Fig. 1: routed metal per tile
34 x 34 tiles, from dark blue (low) to red (high), scaled to the fullest tile. Values are wire area over tile area, all layers added.
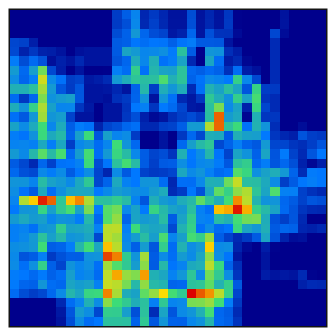
Fig. 2: floorplan with the power grid
The bar under the picture is 50 um long. Pins as bars on the die edge. Tap cells in grey.
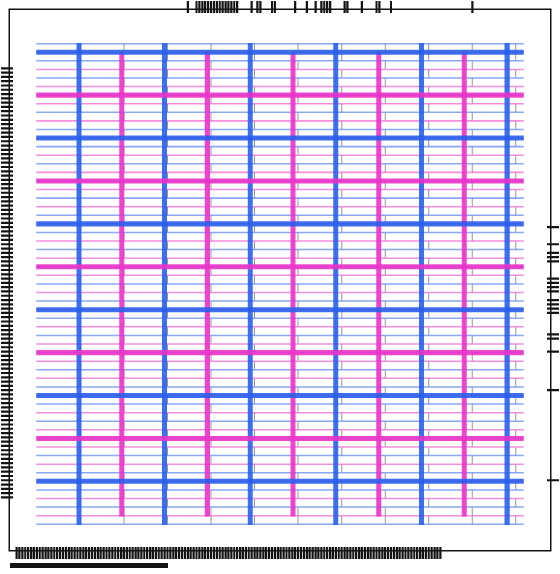
Fig. 3: I/O nets highlighted
The bar under the picture is 50 um long.
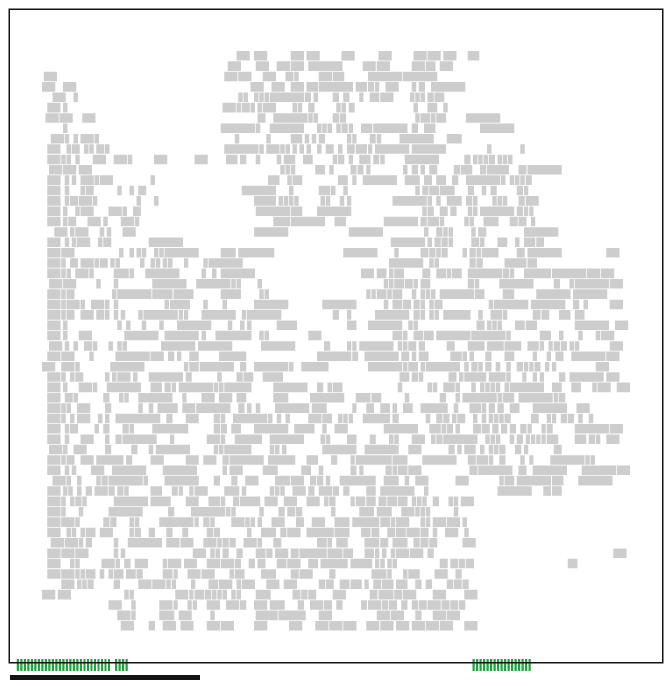
Fig. 4: placed cells, one colour a class
Fill, decap, tap and diode cells in grey.
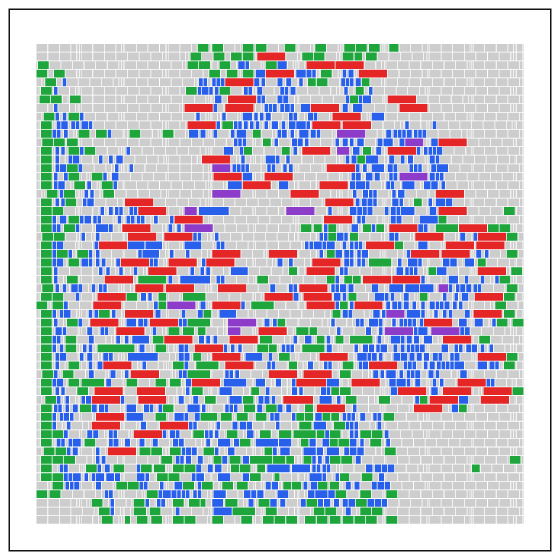
Fig. 5: cell placement
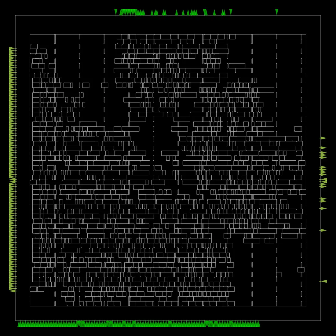
**config.mk**
```make
export PLATFORM = sky130hd
export DESIGN_NAME = rx_buf_wr_ctrl
export DESIGN_NICKNAME = d
export VERILOG_FILES = /design/src/rtl/rx_buf_wr_ctrl.sv
export SDC_FILE = /design/constraint.sdc
export NUM_CORES = 1
export LEC_CHECK = 0
export ABC_AREA = 1
export CAP_MARGIN = 40
export CORE_MARGIN = 8
export CORE_UTILIZATION = 30
export DETAILED_ROUTE_END_ITERATION = 7
export PLACE_DENSITY = 0.62
export SYNTH_ARGS = -nofsm -noshare
export SYNTH_HDL_FRONTEND = slang
export SYNTH_SLANG_ARGS = --single-unit
```
**constraint.sdc**
```tcl
create_clock -name adc_clk -period 2.21 [get_ports adc_clk]
set_clock_uncertainty 0.15 [all_clocks]
set_input_delay 0.442 -clock adc_clk [delete_from_list [all_inputs] [get_ports adc_clk]]
set_output_delay 0.442 -clock adc_clk [all_outputs]
set_load 0.01 [all_outputs]
```
**src/rtl/rx_buf_wr_ctrl.sv**
```systemverilog
// rtl/rx_buf_wr_ctrl.sv - RX sample buffer write controller with ping-pong host handoff
//
// Round-robin arbitrates NRX receiver channels, splits each 48-bit {I,Q}
// sample into three 16-bit BRAM words and fills one half of the buffer at a
// time. A full half is handed to the host (half_rdy) until host_ack returns it.
// Samples arriving while both halves belong to the host are granted, dropped
// and counted in ovfl_cnt (saturating).
//
// Optional feature macro: RXBUF_TICKS_EN - when defined, every half starts
// with a 3-word timestamp header (ticks latched on entry to HDR0, MSW first).
//
// Ports:
//   adc_clk, reset_n          clock, asynchronous active-low reset
//   enable                    capture enable
//   rx_req / rx_data / rx_gnt per-channel request, sample bus, one-hot grant
//   ticks                     free-running timestamp (header only)
//   buf_addra/dina/wea        registered BRAM write port
//   host_ack                  releases the oldest host-owned half
//   half_rdy, wr_half         host ownership per half, half being filled
//   ovfl_cnt                  dropped-sample counter
module rx_buf_wr_ctrl #(
    parameter int ADDR_MSB   = 12,
    parameter int NRX        = 4,
    parameter int NSAMP_HALF = 1360
) (
    input  logic                 adc_clk,
    input  logic                 reset_n,
    input  logic                 enable,
    input  logic [NRX-1:0]       rx_req,
    input  logic [48*NRX-1:0]    rx_data,
    output logic [NRX-1:0]       rx_gnt,
    input  logic [47:0]          ticks,
    output logic [ADDR_MSB:0]    buf_addra,
    output logic [15:0]          buf_dina,
    output logic                 buf_wea,
    input  logic                 host_ack,
    output logic [1:0]           half_rdy,
    output logic                 wr_half,
    output logic [15:0]          ovfl_cnt
);

    localparam int GW = (NRX > 1) ? $clog2(NRX) : 1;
    localparam int CW = $clog2(NSAMP_HALF + 1);

    typedef enum logic [3:0] {
        S_IDLE, S_HDR0, S_HDR1, S_HDR2, S_ARB, S_W0, S_W1, S_W2, S_CLOSE, S_DROP
    } state_t;

    state_t                state_q, state_d;
    logic [ADDR_MSB-1:0]   ptr_q, ptr_d;
    logic [CW-1:0]         cnt_q, cnt_d;
    logic [GW-1:0]         last_grant_q, last_grant_d;
    logic                  rd_half_q, rd_half_d;
    logic                  wr_half_q, wr_half_d;
    logic [1:0]            half_rdy_q, half_rdy_d;
    logic [15:0]           ovfl_q, ovfl_d;
    logic [47:0]           sample_q, sample_d;
    logic [ADDR_MSB:0]     addr_q, addr_d;
    logic [15:0]           dina_q, dina_d;
    logic                  wea_q, wea_d;
`ifdef RXBUF_TICKS_EN
    logic [47:0]           ticks_q, ticks_d;
`else
    logic                  unused_ticks;
    assign unused_ticks = ^ticks;
`endif

    // Round-robin pick: lowest requester above last_grant, else lowest overall.
    logic          hi_found, lo_found, arb_found;
    logic [GW-1:0] hi_idx, lo_idx, arb_idx;
    logic [47:0]   arb_sample;

    always_comb begin
        hi_found   = 1'b0;
        lo_found   = 1'b0;
        hi_idx     = '0;
        lo_idx     = '0;
        arb_sample = '0;
        for (int j = NRX - 1; j >= 0; j--) begin
            if (rx_req[j]) begin
                lo_found = 1'b1;
                lo_idx   = GW'(j);
                if (j > int'(last_grant_q)) begin
                    hi_found = 1'b1;
                    hi_idx   = GW'(j);
                end
            end
        end
        arb_found = hi_found | lo_found;
        arb_idx   = hi_found ? hi_idx : lo_idx;
        for (int j = 0; j < NRX; j++) begin
            if (GW'(j) == arb_idx) begin
                arb_sample = rx_data[48*j +: 48];
            end
        end
    end

    logic grant_en;
    logic set_rdy;
    logic ack_ok;

    always_comb begin
        state_d      = state_q;
        ptr_d        = ptr_q;
        cnt_d        = cnt_q;
        last_grant_d = last_grant_q;
        rd_half_d    = rd_half_q;
        wr_half_d    = wr_half_q;
        half_rdy_d   = half_rdy_q;
        ovfl_d       = ovfl_q;
        sample_d     = sample_q;
        addr_d       = addr_q;
        dina_d       = dina_q;
        wea_d        = 1'b0;
        grant_en     = 1'b0;
        set_rdy      = 1'b0;
`ifdef RXBUF_TICKS_EN
        ticks_d      = ticks_q;
`endif

        // The write port is registered, so each write is set up on the
        // transition into the state in which it appears on buf_*.
        case (state_q)
            S_IDLE: begin
                if (enable) begin
                    if (half_rdy_q[wr_half_q]) begin
                        state_d = S_DROP;
                    end else begin
`ifdef RXBUF_TICKS_EN
                        state_d = S_HDR0;
                        ticks_d = ticks;
                        wea_d   = 1'b1;
                        addr_d  = {wr_half_q, ADDR_MSB'(0)};
                        dina_d  = ticks[47:32];
`else
                        state_d = S_ARB;
`endif
                    end
                end
            end
`ifdef RXBUF_TICKS_EN
            S_HDR0: begin
                state_d = S_HDR1;
                wea_d   = 1'b1;
                addr_d  = {wr_half_q, ADDR_MSB'(1)};
                dina_d  = ticks_q[31:16];
            end
            S_HDR1: begin
                state_d = S_HDR2;
                wea_d   = 1'b1;
                addr_d  = {wr_half_q, ADDR_MSB'(2)};
                dina_d  = ticks_q[15:0];
            end
            S_HDR2: begin
                state_d = S_ARB;
                ptr_d   = ADDR_MSB'(3);
            end
`endif
            S_ARB: begin
                if (arb_found) begin
                    grant_en     = 1'b1;
                    last_grant_d = arb_idx;
                    sample_d     = arb_sample;
                    state_d      = S_W0;
                    wea_d        = 1'b1;
                    addr_d       = {wr_half_q, ptr_q};
                    dina_d       = arb_sample[47:32];
                end else if (!enable) begin
                    // Idle while disabled: the partial half is abandoned.
                    state_d = S_IDLE;
                    ptr_d   = '0;
                    cnt_d   = '0;
                end
            end
            S_W0: begin
                state_d = S_W1;
                wea_d   = 1'b1;
                addr_d  = {wr_half_q, ptr_q + ADDR_MSB'(1)};
                dina_d  = sample_q[23:8];
            end
            S_W1: begin
                state_d = S_W2;
                wea_d   = 1'b1;
                addr_d  = {wr_half_q, ptr_q + ADDR_MSB'(2)};
                dina_d  = {sample_q[31:24], sample_q[7:0]};
            end
            S_W2: begin
                ptr_d = ptr_q + ADDR_MSB'(3);
                cnt_d = cnt_q + CW'(1);
                if (cnt_q + CW'(1) == CW'(NSAMP_HALF)) begin
                    // Handoff happens on entry to CLOSE so half_rdy is
                    // visible the cycle right after the last W2.
                    state_d   = S_CLOSE;
                    set_rdy   = 1'b1;
                    wr_half_d = ~wr_half_q;
                    ptr_d     = '0;
                    cnt_d     = '0;
                end else if (!enable) begin
                    state_d = S_IDLE;
                    ptr_d   = '0;
                    cnt_d   = '0;
                end else begin
                    state_d = S_ARB;
                end
            end
            S_CLOSE: begin
                state_d = S_IDLE;
            end
            S_DROP: begin
                if (!half_rdy_q[wr_half_q] || !enable) begin
                    state_d = S_IDLE;
                end else if (arb_found) begin
                    grant_en     = 1'b1;
                    last_grant_d = arb_idx;
                    if (ovfl_q != 16'hFFFF) begin
                        ovfl_d = ovfl_q + 16'd1;
                    end
                end
            end
            default: begin
                state_d = S_IDLE;
            end
        endcase

        // Set and ack never target the same half: a half is only closed
        // while the host does not own it.
        ack_ok = host_ack & half_rdy_q[rd_half_q];
        if (set_rdy) begin
            half_rdy_d[wr_half_q] = 1'b1;
        end
        if (ack_ok) begin
            half_rdy_d[rd_half_q] = 1'b0;
            rd_half_d             = ~rd_half_q;
        end
    end

    always_ff @(posedge adc_clk or negedge reset_n) begin
        if (!reset_n) begin
            state_q      <= S_IDLE;
            ptr_q        <= '0;
            cnt_q        <= '0;
            last_grant_q <= GW'(NRX - 1);
            rd_half_q    <= 1'b0;
            wr_half_q    <= 1'b0;
            half_rdy_q   <= 2'b00;
            ovfl_q       <= 16'd0;
            sample_q     <= '0;
            addr_q       <= '0;
            dina_q       <= 16'd0;
            wea_q        <= 1'b0;
`ifdef RXBUF_TICKS_EN
            ticks_q      <= '0;
`endif
        end else begin
            state_q      <= state_d;
            ptr_q        <= ptr_d;
            cnt_q        <= cnt_d;
            last_grant_q <= last_grant_d;
            rd_half_q    <= rd_half_d;
            wr_half_q    <= wr_half_d;
            half_rdy_q   <= half_rdy_d;
            ovfl_q       <= ovfl_d;
            sample_q     <= sample_d;
            addr_q       <= addr_d;
            dina_q       <= dina_d;
            wea_q        <= wea_d;
`ifdef RXBUF_TICKS_EN
            ticks_q      <= ticks_d;
`endif
        end
    end

    assign rx_gnt    = grant_en ? (NRX'(1) << arb_idx) : '0;
    assign buf_addra = addr_q;
    assign buf_dina  = dina_q;
    assign buf_wea   = wea_q;
    assign half_rdy  = half_rdy_q;
    assign wr_half   = wr_half_q;
    assign ovfl_cnt  = ovfl_q;

endmodule

```
==> out/qor.yml <==
run_status:
  outcome: "finished, violations left"
  violations: "negative setup slack"
floorplanning:
  floorplan.die_area_um2: 29290
  initial_utilization_pct: 30.67
logic_synthesis:
  synth_area_um2: 7221
  synth.cellmix.xorXnorShare_pct: 3.032
  synth_chip_area_um2: 7221
  postSynth.asyncResetShare_pct: 100.0
  edf_count: 0
  ys_warn_count: 0
  synthSimpleGateAreaFrac_pct: 38.57
  yosys.cell_types.count: 43
  synth_dominant_cell_count: "nand2_1"
  predominant_post_synthesis_flop_cell: "dfrtp_1"
  largest_area_cell: "dfrtp_1"
  ys.flops: 111
  synthesis.nets: 1275
  post_synthesis_sequential_area_ratio_pct: 38.50
  post_synth_fa_ha_maj_area_fraction_pct: 1.040
  synth.area.top_cells: "dfrtp_1 (38%), nand2_1 (18%), nor2_1 (5.4%), nand3_1 (5.1%), nand4_1 (4.5%)"
  post_synth_mux_area_share_pct: 0
  dominant_comb_cell: "simple AND/OR/NAND/NOR gates"
  yosys-top-cells-count: "nand2_1 (338), dfrtp_1 (109), nor2_1 (104)"
  compound_area_share_pct: 10.48
  avgSynthCellArea_um2: 7.072
  yosysCellCount: 1021
  post_synth_inst_count: 1021
  yosys.area.top_type_share_pct: 37.78
timing:
  report.final.setup_viol: 4
  timing.final.hold_violations: 0
  setup_ws_ns: -0.09998
  grt_setup_unrepaired: "yes"
  slew_viol_final: 0
  worst_slew_pin_slew_ns: 0.5282
  slew_headroom_pct: 64.78
  fin_crit_ns: 2.310
  post-route-period-util_pct: 104.5
  achievable-frequency_ghz: 0.4329
drt:
  num_vias: 7998
  detail_route.first_pass.iterations: 5
  wirelength_met1_um: 11520
  post_drt_wl_per_cell_um: 17.07
  initialDrtViolationCount: 456
  wl_met3_um: 1622
  drt.antenna.violating_nets: 0
  top_layer: "met5"
  number_of_remaining_drc_errors: 0
  wl_met2_um: 13990
  via_per_inst: 4.862
hold_path:
  whs_endpoint: "buf_addra[7]$_DFFE_PN0P_"
  min-delay-path-class: "flop to flop"
  min_delay_src: "buf_addra[7]$_DFFE_PN0P_"
  worstHoldPathCells: 2
worst_setup_path:
  critical_path.max_fanout: 5
  critical_path.startpoint: "last_grant_q[1]$_DFFE_PN1P_"
  reg2reg_to: "sample_q[11]$_DFFE_PN0P_"
  r2r_start: "last_grant_q[1]$_DFFE_PN1P_"
  worst-r2r-setup-slack_ns: 0.01
  crit_path_top_delay_cell: "dfstp_2"
  critPathMostFrequentCell: "nand2_2"
  length_in_cells_of_the_worst_reg_to_reg_path: 11
  timing.critical_path.arrival_ns: 1.72
  cpPeakStageDelay_ns: 0.58
  critPathCaptureType: "primary output"
  timing_worst_setup_path_type: "flop to primary output"
  timing.critical_path.cells: "nand2_2 -> nand2_2 -> nand2_1 -> nand2_4 -> nand2_8 -> nor3_4 -> buf_2"
  worstPathRequired_ns: 1.62
  worst-path-buf-inv: 1
  worstSetupStartpointType: "flop"
  critPathTopFamily: "simple AND/OR/NAND/NOR gates"
clock_network:
  cts_buffer_count: 9
  clockRootBuffer: "clkbuf_16"
  clock_latency_ns: 0.37
  cts_tree: "built"
  clkSinkCount: 111
  clk_transition_reported_paths_ns: 0.08
  ctsLongestPathBuffers: 2
  htree_levels: 3
global_routing:
  vias_in_the_first_global_route: 8174
  grt.busiest_layer: "met2"
  met1_usage_pct: 22.07
  grt_first_pass_wirelength_um: 43470
  grt_antenna_before_repair: 3
  grt_start_max_net_pins: 37
  met2_usage_pct: 33.11
  global_routing_usage_on_met3_pct: 4.517
  grt_overflow: 0
pwr:
  power_density_nw_per_um2: 1073
  p_leak_nw: 4.921
cells_and_area:
  antenna-diode-count: 1
  layout_top_cells_excl_fill_tap: "nand2_1 (333), clkdlybuf4s50_1 (242), dfrtp_1 (109)"
  final.signal_inverter_count: 82
  logic_gate_fraction_of_the_total_cell_area_pct: 36.06
  flop_area_um2: 2780
  multi_input_comb_area_um2: 4050
  final.clkbuf_count: 9
  fraction_of_layout_instances_using_a_drive_strength_above_1_pct: 13.74
  biggestCellCategory: "logic gates"
  layout_top_cell_excl_fill_tap: "nand2_1"
  areaGrowthSynthToFinish_pct: 55.55
  layout_net_count: 1574
  nonClkBufAreaFrac_pct: 29.99
  n_all_buffers: 336
  logic_gate_count: 780
  clkCellAreaFrac_pct: 2.818
run:
  cap_violations: 0
  openroad.warnings: 78
place:
  gp_routability_congestion: 0.9005
  place_inst: 1614
  hpwl_detailed_um: 21820
-- Fig. 1 (at the start) --
mean over tiles: 0.16
emptiest ninth of the die: top right
nearly empty tiles: 20%
densest ninth of the die: bottom middle
fullest tile: 0.67
tiles over half the peak: 8.2%
overall global routing resource usage: 18.92%
drt total wl: 28,080 um

-- Fig. 2 (at the start) --
[VDD] magenta
[VSS] blue
met4 straps: 11
signal pins: 301
Max rail drop VDD: 0.5418 mV
floorplan die height: 171.1 um
Die W: 171.1 um

-- Fig. 3 (at the start) --
[`ticks`] green | direction: input | edge: bottom | end cells: 0 | buffers: 0
number of port buffers: 252
I/O pin cnt: 301

-- Fig. 4 (at the start) --
[flops] red | cells: 111 | share of their area: 26%
[combinational and other logic] blue | cells: 862 | share of their area: 40%
[clock drivers and dummy loads] purple | cells: 16 | share of their area: 2.9%
[other buffers and delay cells] green | cells: 336 | share of their area: 31%
utilization of the core after routing: 47.71%
count of standard-cell rows: 56
Placeable Area: 23,540 um^2
flip-flop and latch share of the layout cell area: 24.75%
final std cell area, no fill: 11,230 um^2

-- Fig. 5 (at the start) --
number of filler cells placed in the layout: 2,439
final std cells w/o fill: 1,645
inserted tap cell count: 319
count of flip-flops and latches: 111

==> sequential cells by signal, summed over array words and instances, names as in the netlist <==
name and cells:
buf_addra 13, buf_dina 16, buf_wea 1, cnt_q 11
half_rdy 2, last_grant_q 2, ovfl_cnt 16, ptr_q 12
rd_half_q 1, sample_q 32, state_q 4, wr_half 1
==> repair_timing <==
action,CTS,global route
resized,57,28
endpoints found under the setup margin,43,56
hold buffers,1,0
endpoints found under the hold margin,31,0
gates cloned,2,1
pin swaps,12,10
buffers inserted,4,7
==> where the power goes <==
part           switching, mW  leakage, nW  internal [mW]  total, mW
Combinational           4.00         3.36           3.16       7.16
Sequential             0.468         1.41           2.69       3.16
Clock                  0.914        0.155          0.831       1.74
Total                   5.38         4.92           6.68       12.1
==> how the worst max path moves through the flow <==
stage	to	slack, ns	cells past startpoint
2_1_floorplan	rx_gnt[0]	0.002	8
3_3_place_gp	rx_gnt[0]	-0.78	8
3_5_place_dp	rx_gnt[0]	-0.79	8
4_1_cts	rx_gnt[0]	-0.15	7
5_1_grt	rx_gnt[0]	-0.18	8
6_report	rx_gnt[0]	-0.1	7
==> through the flow <==
| step | hold WS, ns | setup slack, ns | power, mW | instance area (um^2) | setup TNS (ns) |
|---|---|---|---|---|---|
| after global routing | 0.3550 | -0.1808 | 12.91 | 11230 | -2.448 |
| after CTS | 0.3392 | -0.1510 | 11.67 | 11000 | -0.5741 |
| after global placement | 0.3123 | -0.7842 | 9.518 | 10500 | -31.92 |
| final | 0.3352 | -0.09998 | 12.06 | 11230 | -0.3691 |
| after detailed placement | 0.3108 | -0.7938 | 9.586 | 10500 | -33.94 |
| after floorplan | -0.003591 | 0.002282 | 6.696 | 7221 | 0 |
Power and IR drop assume default switching activity.
